## config.mk

```make
export PLATFORM = sky130hd
export DESIGN_NAME = axi_lite_cmd_fifo
export DESIGN_NICKNAME = d
export VERILOG_FILES = /design/src/rtl/axi_lite_cmd_fifo.sv
export SDC_FILE = /design/constraint.sdc
export NUM_CORES = 1
export LEC_CHECK = 0
export ABC_CLOCK_PERIOD_IN_PS = 6900
export CAP_MARGIN = 10
export CORE_MARGIN = 10
export CORE_UTILIZATION = 64
export CTS_CLUSTER_DIAMETER = 200
export DETAILED_ROUTE_END_ITERATION = 7
export GPL_TIMING_DRIVEN = 0
export PLACE_DENSITY = 0.9
export SLEW_MARGIN = 15
export SYNTH_ARGS = -nofsm -noshare
export SYNTH_HDL_FRONTEND = slang
export SYNTH_SLANG_ARGS = --single-unit
export TNS_END_PERCENT = 100
```

## constraint.sdc

```tcl
create_clock -name clk -period 6.9 [get_ports clk]
set_clock_uncertainty 0.05 [all_clocks]
set_input_delay 1.725 -clock clk [delete_from_list [all_inputs] [get_ports clk]]
set_output_delay 1.725 -clock clk [all_outputs]
set_load 0.02 [all_outputs]
```

## src/rtl/axi_lite_cmd_fifo.sv

```systemverilog
// axi_lite_cmd_fifo: command FIFO in front of the AXI-lite master that filters malformed tkeep patterns
module axi_lite_cmd_fifo #(
    parameter int DATA_WD           = 8,
    parameter int ADDR_WD           = 8,
    parameter int DATA_ADDR_BYTE_WD = (DATA_WD + ADDR_WD) >> 3,
    parameter int DEPTH             = 16,
    parameter int CNT_WD            = $clog2(DEPTH) + 1
) (
    input  logic                         clk,
    input  logic                         rst,
    input  logic                         s_tvalid,
    input  logic [ADDR_WD+DATA_WD-1:0]   s_tdata,
    input  logic [DATA_ADDR_BYTE_WD-1:0] s_tkeep,
    output logic                         s_tready,
    output logic                         m_tvalid,
    output logic [ADDR_WD+DATA_WD-1:0]   m_tdata,
    output logic [DATA_ADDR_BYTE_WD-1:0] m_tkeep,
    input  logic                         m_tready,
    output logic [CNT_WD-1:0]            count,
    output logic                         drop_pulse,
    output logic [15:0]                  drop_cnt
);
    localparam int TW = ADDR_WD + DATA_WD;
    localparam int KW = DATA_ADDR_BYTE_WD;
    localparam int PW = $clog2(DEPTH);
    localparam logic [KW-1:0] KEEP_WR = '1;
    localparam logic [KW-1:0] KEEP_RD = {{(ADDR_WD/8){1'b1}}, {(DATA_WD/8){1'b0}}};
    logic [KW+TW-1:0] mem [DEPTH];
    logic [PW-1:0]    wr_ptr, rd_ptr;
    logic             s_fire, m_fire, legal, push, drop;
    assign s_tready = !rst && (count != CNT_WD'(DEPTH));
    assign m_tvalid = count != '0;
    assign s_fire   = s_tvalid && s_tready;
    assign m_fire   = m_tvalid && m_tready;
    assign legal    = (s_tkeep == KEEP_WR) || (s_tkeep == KEEP_RD);
    assign push     = s_fire && legal;
    assign drop     = s_fire && !legal;
    // Head is forced to zero while empty so stale array contents never leak out.
    assign {m_tkeep, m_tdata} = m_tvalid ? mem[rd_ptr] : '0;
    always_ff @(posedge clk) begin
        if (push)
            mem[wr_ptr] <= {s_tkeep, s_tdata};
    end
    always_ff @(posedge clk) begin
        if (rst) begin
            wr_ptr     <= '0;
            rd_ptr     <= '0;
            count      <= '0;
            drop_pulse <= 1'b0;
            drop_cnt   <= '0;
        end else begin
            wr_ptr     <= wr_ptr + PW'(push);
            rd_ptr     <= rd_ptr + PW'(m_fire);
            count      <= count + CNT_WD'(push) - CNT_WD'(m_fire);
            drop_pulse <= drop;
            drop_cnt   <= drop_cnt + 16'(drop && drop_cnt != 16'hFFFF);
        end
    end
endmodule

```

==> images/clock_map.png <==
(1.5 px per um)
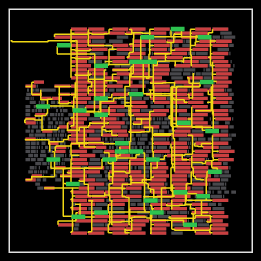
[yellow] clock wires | length: 3410 um
[red] flip-flops | count: 318
[green] cells driving clock nets | count: 30
routed clock nets: 31
P_clk: 1.68 mW
worst skew pair latency: 0.55 ns
Clock power frac: 33.1%

==> images/met4.png <==
(2 px per um)
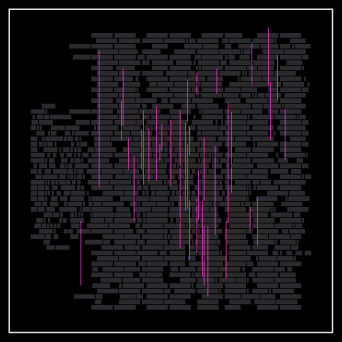
longest straight run: 68.0 um
nets with wire on the layer: 33
main direction: vertical
share of all routed wire: 3.5%
wire length on this layer: 1110 um

==> images/zoom.png <==
Window x 111 to 131, y 30 to 50 um. Cells in grey, sequential cells in the stronger grey; small squares are vias.
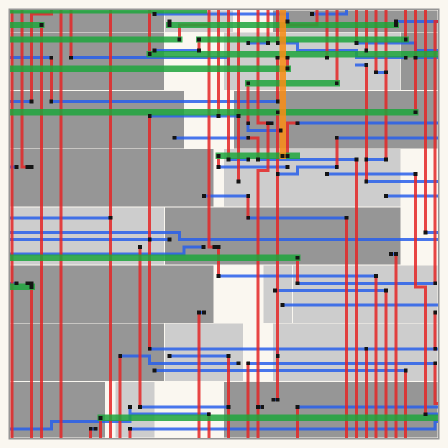
[green] met3
[red] met2
[blue] met1
[orange] met4
most frequent: edfxtp_1 (8), mux4_2 (2), clkbuf_16 (2)
sequential cells in the window: 8
netlist names of flops here include: mem (8)
cells with their middle in the window: 16

==> results.toml <==
# flow metrics
[global_route]
grt_pass1_vias = 7525
grt_pass1_wl_mm = 47.8
antenna_found_initial = 0
grtUsageTotal_pct = 24.5
grt_max_degree = 19
grt_overflow = 0

[die]
die_height_um = 161
coreArea_um2 = 19500
design.die.area_um2 = 25900
die_x_um = 161
fp_util_pct = 65.1
io_pins = 64
fp-row-count = 51

[power_and_ir_drop]
switching_power_mw = 1.37
power_frac_seq_pct = 42.5
sw_frac_of_total_pct = 27.2
leakagePower_nw = 4.96
cellInternalPower_mw = 3.68
pwr-share-comb_pct = 24.3
power_mw = 5.06
power_density_nw_per_um2 = 337
maxPowerGroup = "sequential cells"
ir_drop_uv = 301
comb-power_mw = 1.23
seq-power_mw = 2.15

[timing]
finalSetupTns_ns = 0
setup_viol = 0
finalCritPeriodShare_pct = 75.2
slew_viol_final = 0
fmax_ghz = 0.193
finalWorstSetupSlack_ns = 1.71
max-slew-margin-rel_pct = 45.0
finalHoldViolCount = 0
fin_crit_ns = 5.19
rsz0062_at_grt = "no"
worst_pin_slew_ns = 0.825

[synth]
ys_seq_share_pct = 72.8
synth-adder-area-share_pct = 1.34
syn_nets = 687
ys_ff = 318
synth_cells = 652
ys_area_um2 = 12700
ys_sh_aoi_pct = 2.45
ys_sh_simple_pct = 4.57
yosys-top-cells-area = "edfxtp_1 68%, mux4_2 11%, dfxtp_1 4.7%"
synth_cell_types = 44
syn_avg_cell_area_um2 = 19.5
mux_area_share_pct = 14.6
ys_warn_count = 0
edf_count = 288
top_area_share_pct = 68.0
syn_area_um2 = 12700
yosys-top-cells-count = "288 x edfxtp_1, 62 x mux4_2, 46 x inv_1"
ff_type = "edfxtp_1"
ys_sh_xor_pct = 1.17
synth-async-reset-ratio_pct = 0
ys_cells = 652
most_common_cell = "edfxtp_1"
logic_family = "multiplexers"
synth_top_cell_by_area = "edfxtp_1"

[clock_network]
post_cts_buffers = 0
cts.clk_slew.worst_paths_ns = 0.06
cts_max_level = 1
cts_tree = "built"
clkSinkCount = 318
clock_path_buffers = 3
root_buffer = "clkbuf_16"
cts_hold_buffers = 0
numCtsBuffers = 30
post_cts_resized = 0

[outcome]
status = "completed"

[final_layout]
final_cell_mix = "288 x edfxtp_1, 63 x clkdlybuf4s50_1, 62 x mux4_2"
area.growth.synth_to_final_pct = 17.9
fin_util_pct = 76.8
drive_above_1_share_pct = 25.2
diodes = 0
layout_top_cell = "edfxtp_1"
layout.nets = 808

[placed_design]
dp_hpwl_mm = 19.0
gp_congestion = 0.796
port-buffer-count = 63
preCtsSetupSlack_ns = 1.74

[hold_path]
min-delay-start = "drop_cnt[14]"
hp-class = "flip-flop to flip-flop"

[setup_path]
critPathLaunch = "rst"
slowest_delay_ns = 0.59
cp-start-kind = "primary input"
path_depth = 4
slowest_stage = "clkdlybuf4s50_1"
end_kind = "primary output"
worstSetupPathType = "primary input to primary output"
critical_path.top_delay_family = "buffers and inverters"
r2r_cells = 8
cp-endpoint = "s_tready"
cpMostUsedCell = "clkdlybuf4s50_1"
r2r-start = "count[2]"
path_cells = "clkdlybuf4s50_1 > clkbuf_1 > nor2_1 > clkdlybuf4s50_1"
cp.required_ns = 5.12
crit_arrival_ns = 3.41
r2r_slack_ns = 3.63
cp_max_fo = 10
cp_num_buf_inv = 3
regToRegEndpoint = "mem[0][14]"

[routing]
first_iter_violations = 870
drc = 0
num_vias = 7021
wl_per_cell_um = 29.6
via_per_inst = 6.61
final_antenna_net_count = 0
routed_wl_mm = 31.4
firstDrtPassIters = 5

[job]
warnings = 27
cap_violations = 0
## metal layers
layer | wire (um) | track usage (%) | share of wire [%]
met5 | 0 | 0 | 0
met4 | 1110 | 9.68 | 3.5
met1 | 10500 | 30.2 | 34
met2 | 16300 | 41.5 | 52
met3 | 3500 | 5.21 | 11
## worst min path at each step
| stage | endpoint | slack, ns | depth (start not counted) |
|---|---|---|---|
| after CTS | drop_cnt[14] | 0.47 | 2 |
| after global placement | drop_cnt[14] | 0.43 | 2 |
| after floorplan | rd_ptr[1] | 0.50 | 2 |
| after detailed placement | drop_cnt[14] | 0.45 | 2 |
| after global routing | drop_cnt[15] | 0.50 | 2 |
| final | drop_cnt[14] | 0.47 | 2 |
## stage by stage
stage / instances / hold WS [ns] / instance area, um^2
6_report: 1062 / 0.471 / 15000
5_1_grt: 1062 / 0.501 / 15000
4_1_cts: 1062 / 0.472 / 15000
3_5_place_dp: 1006 / 0.454 / 14000
3_3_place_gp: 980 / 0.429 / 13700
2_1_floorplan: 652 / 0.504 / 12700
## logic make-up (layout without fill, tap and decap cells)
kind of cell,after synthesis,count (layout)
and+or+nand+nor,111,111
adders and majority gates,13,13
DFF,318,318
muxes,90,90
buffers and inverters,74,219
xor gates and xnor gates,17,17
AOI/OAI and AO/OA,29,29
## registers in the layout, summed over array words and instances, names as in the netlist
name,flops
mem,288
drop_cnt,16
count,5
wr_ptr,4
drop_pulse,1
rd_ptr,4
## layout make-up
cell class | instances | area [um^2]
Buffer | 27 | 211
Clock buffer | 35 | 791
Clock inverter | 21 | 205
Fill cell | 970 | 4540
Inverter | 47 | 176
Multi-Input combinational cell | 260 | 3130
Sequential cell | 318 | 9250
Tap cell | 265 | 332
Timing Repair Buffer | 89 | 892
Power figures rest on the tool's default switching activity, not on a simulated workload.
